Figure 1. Signal wires by layer (run 1).
Two of the layers only.
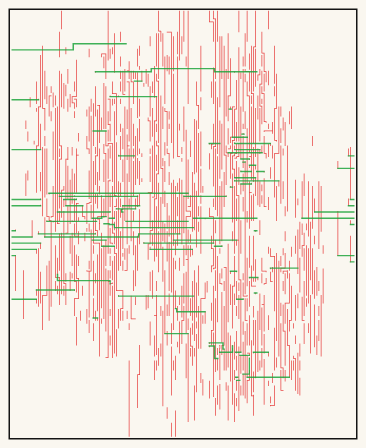
Figure 2. Signal wires on met4 (run 1).
Supply wires on this layer in grey.
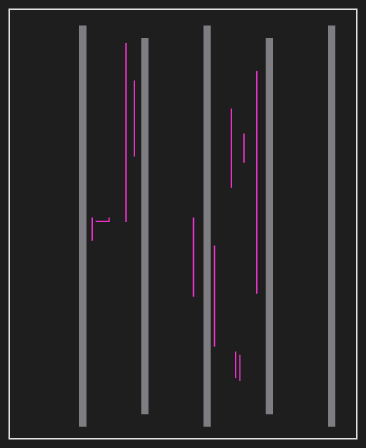
Figure 3. Clock wiring as the flow saved it (run 1).
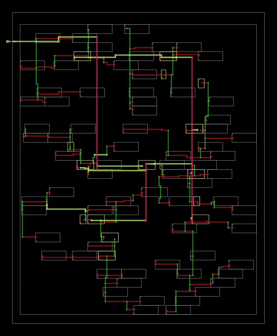
Figure 4. Layout detail (run 1).
Scale bar: 10 um. Region (23, 32) to (53, 62) um. Cells in grey, sequential cells in the stronger grey; small squares are vias.
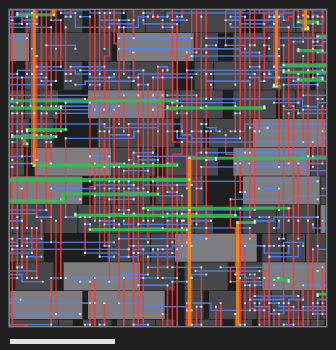
**src/rtl/attempt_monitor.sv**
```systemverilog
// attempt_monitor
//   Downstream observer of the key checker. Measures how many cycles each
//   compare takes (the timing-leak observable), shows the result on two LEDs
//   for a hold period, re-arms the checker with a one-cycle restart pulse and
//   locks the checker out after MAX_FAILS consecutive failed attempts.
//
// Ports:
//   clk            system clock
//   rst            synchronous active-high reset
//   in_compare     checker is in its compare state
//   success        checker compare matched
//   fail           checker compare mismatched
//   checker_rst    restart request to the checker (OR'd with rst outside)
//   led_success    last attempt succeeded (lit during SHOW)
//   led_fail       last attempt failed (lit during SHOW and LOCKED)
//   compare_cycles cycle count of the last completed compare
//   fail_count     consecutive failed attempts, saturating at 255
//   locked         lockout active
//   dbg_state      current FSM state (IDLE=0 MEASURE=1 SHOW=2 RESTART=3 LOCKED=4)
//
// Handshake: the checker inputs are level signals sampled on every rising
// edge; a result is taken on any edge where success|fail is high while in
// IDLE (with in_compare) or MEASURE, and ignored in all other states.
module attempt_monitor #(
    parameter int CLK_FREQUENCY = 50000000,
    parameter int HOLD_MS       = 1000,
    parameter int MAX_FAILS     = 8,
    parameter int CNT_WIDTH     = 16
) (
    input  logic                 clk,
    input  logic                 rst,
    input  logic                 in_compare,
    input  logic                 success,
    input  logic                 fail,
    output logic                 checker_rst,
    output logic                 led_success,
    output logic                 led_fail,
    output logic [CNT_WIDTH-1:0] compare_cycles,
    output logic [7:0]           fail_count,
    output logic                 locked,
    output logic [2:0]           dbg_state
);

    localparam int HOLD_RAW    = CLK_FREQUENCY / 1000 * HOLD_MS;
    localparam int HOLD_CYCLES = (HOLD_RAW < 1) ? 1 : HOLD_RAW;
    localparam int HOLD_W      = $clog2(HOLD_CYCLES + 1);
    localparam logic [HOLD_W-1:0]    HOLD_LAST = HOLD_W'(HOLD_CYCLES - 1);
    localparam logic [CNT_WIDTH-1:0] CNT_MAX   = '1;
    localparam logic [CNT_WIDTH-1:0] CNT_ONE   = CNT_WIDTH'(1);
    localparam logic [7:0]           FAIL_LIM  = 8'(MAX_FAILS);

    typedef enum logic [2:0] {
        S_IDLE    = 3'd0,
        S_MEASURE = 3'd1,
        S_SHOW    = 3'd2,
        S_RESTART = 3'd3,
        S_LOCKED  = 3'd4
    } state_t;

    state_t                 state_q, state_d;
    logic [CNT_WIDTH-1:0]   count_q, count_d;
    logic [HOLD_W-1:0]      hold_q, hold_d;
    logic [CNT_WIDTH-1:0]   compare_cycles_q, compare_cycles_d;
    logic [7:0]             fail_count_q, fail_count_d;
    logic                   led_success_q, led_success_d;
    logic                   led_fail_q, led_fail_d;
    logic                   checker_rst_q, checker_rst_d;
    logic                   locked_q, locked_d;

    logic                   result;
    logic                   do_latch;
    logic [CNT_WIDTH-1:0]   latch_val;
    logic [CNT_WIDTH-1:0]   count_inc;
    logic [7:0]             fail_inc;

    assign result    = success | fail;
    // Both counters saturate instead of wrapping.
    assign count_inc = (count_q == CNT_MAX) ? count_q : count_q + CNT_ONE;
    assign fail_inc  = (fail_count_q == 8'hff) ? fail_count_q : fail_count_q + 8'd1;

    always_comb begin
        state_d          = state_q;
        count_d          = count_q;
        hold_d           = hold_q;
        compare_cycles_d = compare_cycles_q;
        fail_count_d     = fail_count_q;
        led_success_d    = led_success_q;
        led_fail_d       = led_fail_q;
        checker_rst_d    = 1'b0;
        locked_d         = locked_q;
        do_latch         = 1'b0;
        latch_val        = count_q;

        case (state_q)
            S_IDLE: begin
                if (in_compare) begin
                    if (result) begin
                        // Result in the very first compare cycle: duration 1.
                        do_latch  = 1'b1;
                        latch_val = CNT_ONE;
                    end else begin
                        count_d = CNT_ONE;
                        state_d = S_MEASURE;
                    end
                end
            end
            S_MEASURE: begin
                if (result) begin
                    // The result cycle itself counts as one compare cycle.
                    do_latch  = 1'b1;
                    latch_val = count_inc;
                end else if (in_compare) begin
                    count_d = count_inc;
                end else begin
                    // Compare abandoned without a verdict: nothing is latched.
                    state_d = S_IDLE;
                end
            end
            S_SHOW: begin
                if (hold_q == HOLD_LAST) begin
                    hold_d        = '0;
                    checker_rst_d = 1'b1;
                    if (fail_count_q >= FAIL_LIM) begin
                        state_d       = S_LOCKED;
                        locked_d      = 1'b1;
                        led_fail_d    = 1'b1;
                        led_success_d = 1'b0;
                    end else begin
                        state_d       = S_RESTART;
                        led_fail_d    = 1'b0;
                        led_success_d = 1'b0;
                    end
                end else begin
                    hold_d = hold_q + HOLD_W'(1);
                end
            end
            S_RESTART: begin
                state_d = S_IDLE;
            end
            S_LOCKED: begin
                checker_rst_d = 1'b1;
                locked_d      = 1'b1;
            end
            default: begin
                state_d = S_IDLE;
            end
        endcase

        if (do_latch) begin
            state_d          = S_SHOW;
            hold_d           = '0;
            count_d          = '0;
            compare_cycles_d = latch_val;
            // success together with fail is treated as a fail.
            if (success && !fail) begin
                led_success_d = 1'b1;
                led_fail_d    = 1'b0;
                fail_count_d  = 8'd0;
            end else begin
                led_success_d = 1'b0;
                led_fail_d    = 1'b1;
                fail_count_d  = fail_inc;
            end
        end
    end

    always_ff @(posedge clk) begin
        if (rst) begin
            state_q          <= S_IDLE;
            count_q          <= '0;
            hold_q           <= '0;
            compare_cycles_q <= '0;
            fail_count_q     <= 8'd0;
            led_success_q    <= 1'b0;
            led_fail_q       <= 1'b0;
            checker_rst_q    <= 1'b0;
            locked_q         <= 1'b0;
        end else begin
            state_q          <= state_d;
            count_q          <= count_d;
            hold_q           <= hold_d;
            compare_cycles_q <= compare_cycles_d;
            fail_count_q     <= fail_count_d;
            led_success_q    <= led_success_d;
            led_fail_q       <= led_fail_d;
            checker_rst_q    <= checker_rst_d;
            locked_q         <= locked_d;
        end
    end

    assign checker_rst    = checker_rst_q;
    assign led_success    = led_success_q;
    assign led_fail       = led_fail_q;
    assign compare_cycles = compare_cycles_q;
    assign fail_count     = fail_count_q;
    assign locked         = locked_q;
    assign dbg_state      = state_q;

endmodule

```
**config.mk**
```make
export PLATFORM = sky130hd
export DESIGN_NAME = attempt_monitor
export DESIGN_NICKNAME = d
export VERILOG_FILES = /design/src/rtl/attempt_monitor.sv
export SDC_FILE = /design/constraint.sdc
export NUM_CORES = 1
export LEC_CHECK = 0
export CORE_ASPECT_RATIO = 1.25
export CORE_MARGIN = 2
export CORE_UTILIZATION = 57
export DETAILED_ROUTE_END_ITERATION = 16
export GPL_TIMING_DRIVEN = 0
export PLACE_DENSITY = 0.92
export REMOVE_ABC_BUFFERS = 1
export SLEW_MARGIN = 10
export SYNTH_ARGS = -nofsm -noshare
export SYNTH_HDL_FRONTEND = slang
export SYNTH_SLANG_ARGS = --single-unit
```
**constraint.sdc**
```tcl
create_clock -name clk -period 2.5 [get_ports clk]
set_clock_uncertainty 0.15 [all_clocks]
set_input_delay 0.375 -clock clk [delete_from_list [all_inputs] [get_ports clk]]
set_output_delay 0.375 -clock clk [all_outputs]
set_load 0.01 [all_outputs]
```
==> job_summary.md, run 1 <==
## PnR job results

| Metric | Value |
|---|---|
| Slew HR | between 50% and 60% |
| FF-to-FF Start | dbg_state[0]$_SDFFE_PP0P_ |
| Ys cells | roughly 440 |
| Top logic family | simple AND/OR/NAND/NOR gates |
| First-pass GRT wire length | roughly 15 mm |
| Core footprint | approximately 0.0062 mm^2 |
| Top cell excl fill/tap | dfxtp_1 |
| Initial antenna violation count | 0 |
| Slowest-stage cell, CP | or4_4 |
| Non-CTS buffers | 35 |
| CTS tree | yes |
| VDD IR max | 0.3379 mV |
| Critical Path Source | dbg_state[0]$_SDFFE_PP0P_ |
| Share of layout cells above drive strength 1 | slightly above 8% |
| Clock transition at path regs | 70 ps |
| Outcome | finished clean |
| Tapcells | approximately 85 |
| Worst-margin pin slew | 747.6 ps |
| Fillcell total | ~510 |
| Grt ovf | 0 |
| Seq/Total Area, Yosys | between 40 and 50% |
| Flops out of synthesis | roughly 73 |
| Postcts setup bufs | 0 |
| Layout area overhead | 16.97% |
| Largest net degree at the start of global routing | 20 |
| Clk buf depth | 2 |
| Most frequent cells in the layout | dfxtp_1, nand2_1, nor2_1, clkdlybuf4s50_1, a21oi_1 |
| Power per Cell Area | roughly 510 mW/mm^2 |
| Hold EP | compare_cycles[10]$_SDFFE_PP0P_ |
| Antenna Nets Post-Route | 0 |
| Hold violation count in the final report | 0 |
| Post-synthesis cell count | around 440 |
| Multi-input gates | ~340 |
| Fraction of area in registers | approximately a third |
| 1st-iter DRT viols | ~350 |
| Synthesis Warnings | 0 |
| Die area | just over 0.007 mm^2 |
| Hold Crit Start | compare_cycles[10]$_SDFFE_PP0P_ |
| NumNets Final | 482 |
| NonClk Buf Share | a little over 8% |
| Final setup margin | 80.83 ps |
| Num rows | 32 |
| Seq cells | ~73 |
| Biggest register | hold_q |
| Post-CTS Hold Fix Bufs | 0 |
| Tool warnings | 28 |
| Synth Flop Type | dfxtp_1 |
| Critical path, cell by cell | or3b_1 > or4_4 > nor4_4 > a31o_2 > a21oi_1 |
| Die Ht | around 93 um |
| Synth area leader | dfxtp_1 |
| Root Driver | clkbuf_8 |
| Dpl hpwl | about 6.1 mm |
| Vias in the first global route | roughly 3300 |
| Worst slack, placed | -798.8 ps |
| Diode count | 0 |
| Worst path bufs/invs | 0 |
| Gr usage total | between 20% and 30% |
| Final period util | 96.77% |
| Invs w/o clock | 11 |
| Max-area cell share | 40.12% |
| # IOs | 36 |
| CP max stage delay | roughly 580 ps |
| Layout clock area frac | between 3 and 4% |
| Multiplexer share of the synthesized area | less than 1% |
| Leakage | roughly 0.0014 uW |
| Setup-failing EPs final | 0 |
| I/O Buffers | 35 |
| AND-OR/OR-AND share of the synthesized area | 16.32% |
| CP endpoint | hold_q[25]$_SDFFE_PP0N_ |
| XOR/XNOR Area Share | under 10% |
| FFs w/ async S/R, synth | 0% |
| Main area contributors | dfxtp_1, nor2_1, nand2_1, xor2_1, a21oi_1 |
| Max Cap Viol | 0 |
| Gate Area | between 0.002 and 0.0025 mm^2 |
| Fin. max-slew vios | 0 |
| Worst Hold Class | reg2reg |
| Comb/total area | about 50% |
| WP depth | 5 |
| Most instantiated cells after synthesis | dfxtp_1, nor2_1, nand2_1 |
| Worst path top cell family by delay | simple AND/OR/NAND/NOR gates |
| Worst Reg-to-Reg Cells | 5 |
| RSZ-0062 raised after global routing | true |
| Minimum clock period after layout | between 2000 and 2500 ps |
| YS chip area | about 0.0036 mm^2 |
Back to the opening pictures, Figure 1:
[green] met3 | wire length: 541 um
[red] met2 | wire length: 4600 um

Back to the opening pictures, Figure 2:
share of all routed wire: 2.0%
longest straight run: 48.3 um
drt total wl: 9.018 mm
vias: 3524

Back to the opening pictures, Figure 3:
Clk Latency, worst-skew pair: 350 ps
Clock buffer cells: 11
clock network power: 795 uW
CTS sink count: 73
cts bufs inserted: 9

Back to the opening pictures, Figure 4:
[green] met3
[orange] met4
[blue] met1
[red] met2
cells with their middle in the window: 87
sequential cells in the window: 12
most frequent: dfxtp_1 (11), nor2_1 (9)
netlist names of flops here include: hold_q (4), count_q (3), dbg_state (3)

-- run 1: through the flow --
step	util, %	std cells	area [um^2]	TNS [ps]	hold WS, ps
CTS	68.45	562	4220	0	290.7
detailed placement	65.44	547	4035	-18930	279.9
global placement	65.34	547	4029	-32630	274.7
global route	69.10	562	4260	-91.45	307.1
floorplan	-	427	3572	0	294.1
finish	69.10	562	4260	0	288.0
-- run 1: routing by layer --
| layer | track usage, % | routed length [um] | up-vias |
|---|---|---|---|
| met5 | 0 | 0 | - |
| met4 | 11.40 | 184 | 0 |
| met3 | 5.496 | 540 | 26 |
| met2 | 45.07 | 4603 | 137 |
| met1 | 31.45 | 3689 | 1670 |
| li1 | - | - | 1691 |
-- run 1: where the power goes --
group / internal, uW / switching, uW
clock network: 375 / 420
registers: 1180 / 20.7
logic: 59.8 / 115
==> inputs of run 2 (changes only) <==
--- a/config.mk
+++ b/config.mk
@@ -8,11 +8,11 @@
 export CORE_ASPECT_RATIO = 1.25
 export CORE_MARGIN = 2
 export CORE_UTILIZATION = 57
+export CTS_CLUSTER_SIZE = 25
 export DETAILED_ROUTE_END_ITERATION = 16
 export GPL_TIMING_DRIVEN = 0
 export PLACE_DENSITY = 0.92
 export REMOVE_ABC_BUFFERS = 1
-export SLEW_MARGIN = 10
 export SYNTH_ARGS = -nofsm -noshare
 export SYNTH_HDL_FRONTEND = slang
 export SYNTH_SLANG_ARGS = --single-unit
==> run 2 against run 1 <==
  * Flip-flop count is the same
  * Largest cell class unchanged
  * Sequential share of layout area shrank 0.14 points
  * Clock power grew 17%
  * Routed wire length grew 2.6%
  * Cell count grew 0.18%
  * Register-to-register slack gained 60 ps
  * Maximum frequency shrank 1.0%
  * Sequential power is essentially flat
  * Die size is the same
==> job_summary.md, run 2 <==
## PnR job results

| Metric | Value |
|---|---|
| Outcome | finished clean (unchanged) |
| Post-synthesis cell count | 443 (unchanged) |
| Seq. pwr | 1200 uW (about the same) |
| Placed inst area | 0.004029 mm^2 (was 0.004035 mm^2) |
| Max-area cell share | 40.12% (unchanged) |
| Critical Path Sink Type | flop (unchanged) |
| Top Consumer | registers (unchanged) |
| Die Ht | 93.37 um (unchanged) |
| Vias | 3572 (was 3524) |
| Hold Crit Start | compare_cycles[10]$_SDFFE_PP0P_ (unchanged) |
| Leading cell kind | multi-input combinational cells (unchanged) |
| Worst path bufs/invs | 1 (was 0) |
| I/O Buffers | 35 (unchanged) |
| Antenna Nets Post-Route | 0 (unchanged) |
| Placed Cells | 547 (unchanged) |
| Fillcell total | 519 (was 508) |
| Cts bufs inserted | 9 (unchanged) |
| Setup CP Type | in2reg (was reg2reg) |
| CTS sink count | 73 (unchanged) |
| Mapped Area | 0.003642 mm^2 (unchanged) |
| Gr usage total | 27.22% (was 26.50%) |
| Worst Reg-to-Reg Cells | 5 (unchanged) |
| Comb/total area | 49.56% (was 50.13%) |
| Largest net degree at the start of global routing | 20 (unchanged) |
| Non-CTS buffers | 35 (unchanged) |
| Post-CTS Hold Fix Bufs | 0 (unchanged) |
| First-pass GRT wire length | 15.06 mm (was 14.74 mm) |
| FF-to-FF Start | hold_q[8]$_SDFFE_PP0N_ (was dbg_state[0]$_SDFFE_PP0P_) |
| YS chip area | 0.003642 mm^2 (unchanged) |
| Max Cap Viol | 0 (unchanged) |
| NumNets Final | 482 (unchanged) |
| NonClk Buf Share | 8.241% (was 8.282%) |
| NetSw | 578.1 uW (was 555.9 uW) |
| Biggest register | hold_q (unchanged) |
| Layout area overhead | 17.55% (was 16.97%) |
| Seq pwr share | 52.2% (was 55.2%) |
| Clk buf depth | 2 (unchanged) |
| Leakage | 0.001417 uW (was 0.001409 uW) |
| VDD IR max | 0.3407 mV (was 0.3379 mV) |
| Worst-margin pin slew | 858.8 ps (was 747.6 ps) |
| Gate Area | 0.002122 mm^2 (was 0.002136 mm^2) |
| CP startpoint kind | input port (was flop) |
| # IOs | 36 (unchanged) |
| Slowest-stage cell, CP | nor3_4 (was or4_4) |
| Synthesis Warnings | 0 (unchanged) |
| Tool warnings | 28 (unchanged) |
| Hold EP | compare_cycles[10]$_SDFFE_PP0P_ (unchanged) |
| FFs w/ async S/R, synth | 0% (unchanged) |
| Comb pwr share | 7.4% (was 8.1%) |
| Finished layout cell area | 0.004282 mm^2 (was 0.004260 mm^2) |
| Seq/Total Area, Yosys | 40.12% (unchanged) |
| Worst r2r dst | led_fail$_SDFFE_PP0P_ (was hold_q[25]$_SDFFE_PP0N_) |
| RSZ-0062 raised after global routing | true (unchanged) |
| Dpl hpwl | 6.087 mm (was 6.085 mm) |
| Root Driver | clkbuf_8 (unchanged) |
| Fraction of area in registers | 34.19% (was 34.33%) |
| 1st-iter DRT viols | 429 (was 347) |
| Main area contributors | dfxtp_1, nor2_1, nand2_1, xor2_1, a21oi_1 (unchanged) |
| Hold violation count in the final report | 0 (unchanged) |
| Layout clock area frac | 4.559% (was 3.789%) |
| Fin. max-slew vios | 0 (unchanged) |
| Setup-failing EPs final | 0 (unchanged) |
| Postcts setup bufs | 0 (unchanged) |
| Top cell excl fill/tap | dfxtp_1 (unchanged) |
| Core footprint | 0.006166 mm^2 (unchanged) |
| CTS tree | yes (unchanged) |
| Clk Latency, worst-skew pair | 350 ps (about the same) |
| Slew HR | 42.74% (was 50.08%) |
| Final period util | 97.79% (was 96.77%) |
| Routed vias/inst | 6.345 (was 6.270) |
| Most instantiated cells after synthesis | dfxtp_1, nor2_1, nand2_1 (unchanged) |
| Share of layout cells above drive strength 1 | 8.787% (was 8.176%) |
| Minimum clock period after layout | 2445 ps (was 2419 ps) |
| Worst slack, placed | -1178 ps (was -798.8 ps) |
| Initial antenna violation count | 0 (unchanged) |
| Cell Count, Final, Fillers Out | 563 (was 562) |
| Num rows | 32 (unchanged) |
| Clock Power Share | 40.5% (was 36.7%) |
| Sw Share | 25.22% (was 25.66%) |
| Final setup margin | 55.33 ps (was 80.83 ps) |
| Invs w/o clock | 11 (unchanged) |
| Critical Path RT | 2630 ps (was 2570 ps) |
| Tapcells | 85 (unchanged) |
| Vias in the first global route | 3397 (was 3306) |
| CP max stage delay | 530 ps (was 580 ps) |
| Synth area leader | dfxtp_1 (unchanged) |
| Critical Path Source | fail (was dbg_state[0]$_SDFFE_PP0P_) |
| Setup TNS | 0 ps (unchanged) |
| Diode count | 0 (unchanged) |
| Comb power | 169 uW (was 175 uW) |
| Drt total wl | 9.251 mm (was 9.018 mm) |
| Multi-input gates | 343 (unchanged) |
| CP endpoint | count_q[5]$_SDFFE_PP0P_ (was hold_q[25]$_SDFFE_PP0N_) |
| Flops out of synthesis | 73 (unchanged) |
| WP depth | 6 (was 5) |
| Worst Hold Class | reg2reg (unchanged) |
| Final core area utilization | 69.44% (was 69.10%) |
| Die area | 0.007049 mm^2 (unchanged) |
| Power Internal | 1714 uW (was 1611 uW) |
| Grt ovf | 0 (unchanged) |
| Fin Hold WS | 288.7 ps (was 288.0 ps) |
| Worst path top cell family by delay | simple AND/OR/NAND/NOR gates (unchanged) |
| Clock transition at path regs | 80 ps (was 70 ps) |
| Fmax achieved | 0.4091 GHz (was 0.4134 GHz) |
| Critical path, cell by cell | clkdlybuf4s50_1 > nor2_1 > nand2_1 > nor3_4 > o21ai_0 > a31oi_1 (was or3b_1 > or4_4 > nor4_4 > a31o_2 > a21oi_1) |
| Most frequent cells in the layout | dfxtp_1, nand2_1, nor2_1, clkdlybuf4s50_1, a21oi_1 (unchanged) |
| Ys cells | 443 (unchanged) |
| Power per Cell Area | 535.4 mW/mm^2 (was 508.5 mW/mm^2) |
| Synth Flop Type | dfxtp_1 (unchanged) |
[run 2: cells by family (layout without fill, tap and decap cells)]
family / count (synthesis) / after routing / synth area share (%)
buf+inv: 27 / 62 / 3.057
flops: 73 / 73 / 40.12
xor+xnor: 28 / 28 / 6.733
fa+ha+maj: 4 / 4 / 1.374
mux: 2 / 2 / 0.5840
compound gates: 95 / 95 / 16.32
simple gates: 214 / 214 / 31.81
[run 2: per-layer routing]
| metal | global-route usage (%) | vias up | share of wire (%) | wire length [um] |
|---|---|---|---|---|
| li1 | - | 1698 | - | - |
| met1 | 31.11 | 1697 | 40 | 3688 |
| met4 | 13.30 | 0 | 2.5 | 233 |
| met3 | 4.849 | 27 | 6.1 | 567 |
| met5 | 0 | - | 0 | 0 |
| met2 | 47.32 | 150 | 51 | 4762 |
Figure 5. Layout detail (run 2).
Scale bar: 10 um. Region (23, 32) to (53, 62) um. Cells in grey, sequential cells in the stronger grey; small squares are vias.
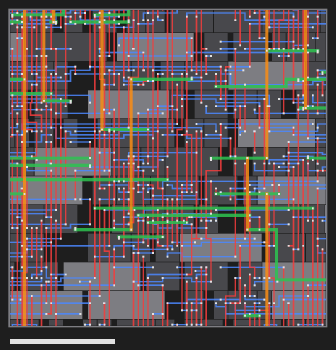
[orange] met4
[red] met2
[blue] met1
[green] met3
cells with their middle in the window: 88
most frequent: dfxtp_1 (11), nor2_1 (9), nand2_1 (8)
sequential cells in the window: 13
netlist names of flops here include: hold_q (5), count_q (3), dbg_state (3)

Figure 6. Clock wiring as the flow saved it (run 2).
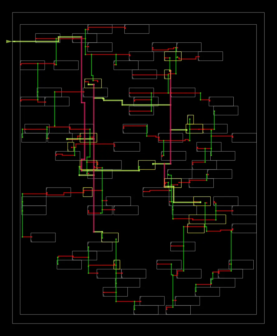
clock network power: 927 uW
Seq cells: 73
Clock buffer cells: 10

Power figures rest on the tool's default switching activity, not on a simulated workload.
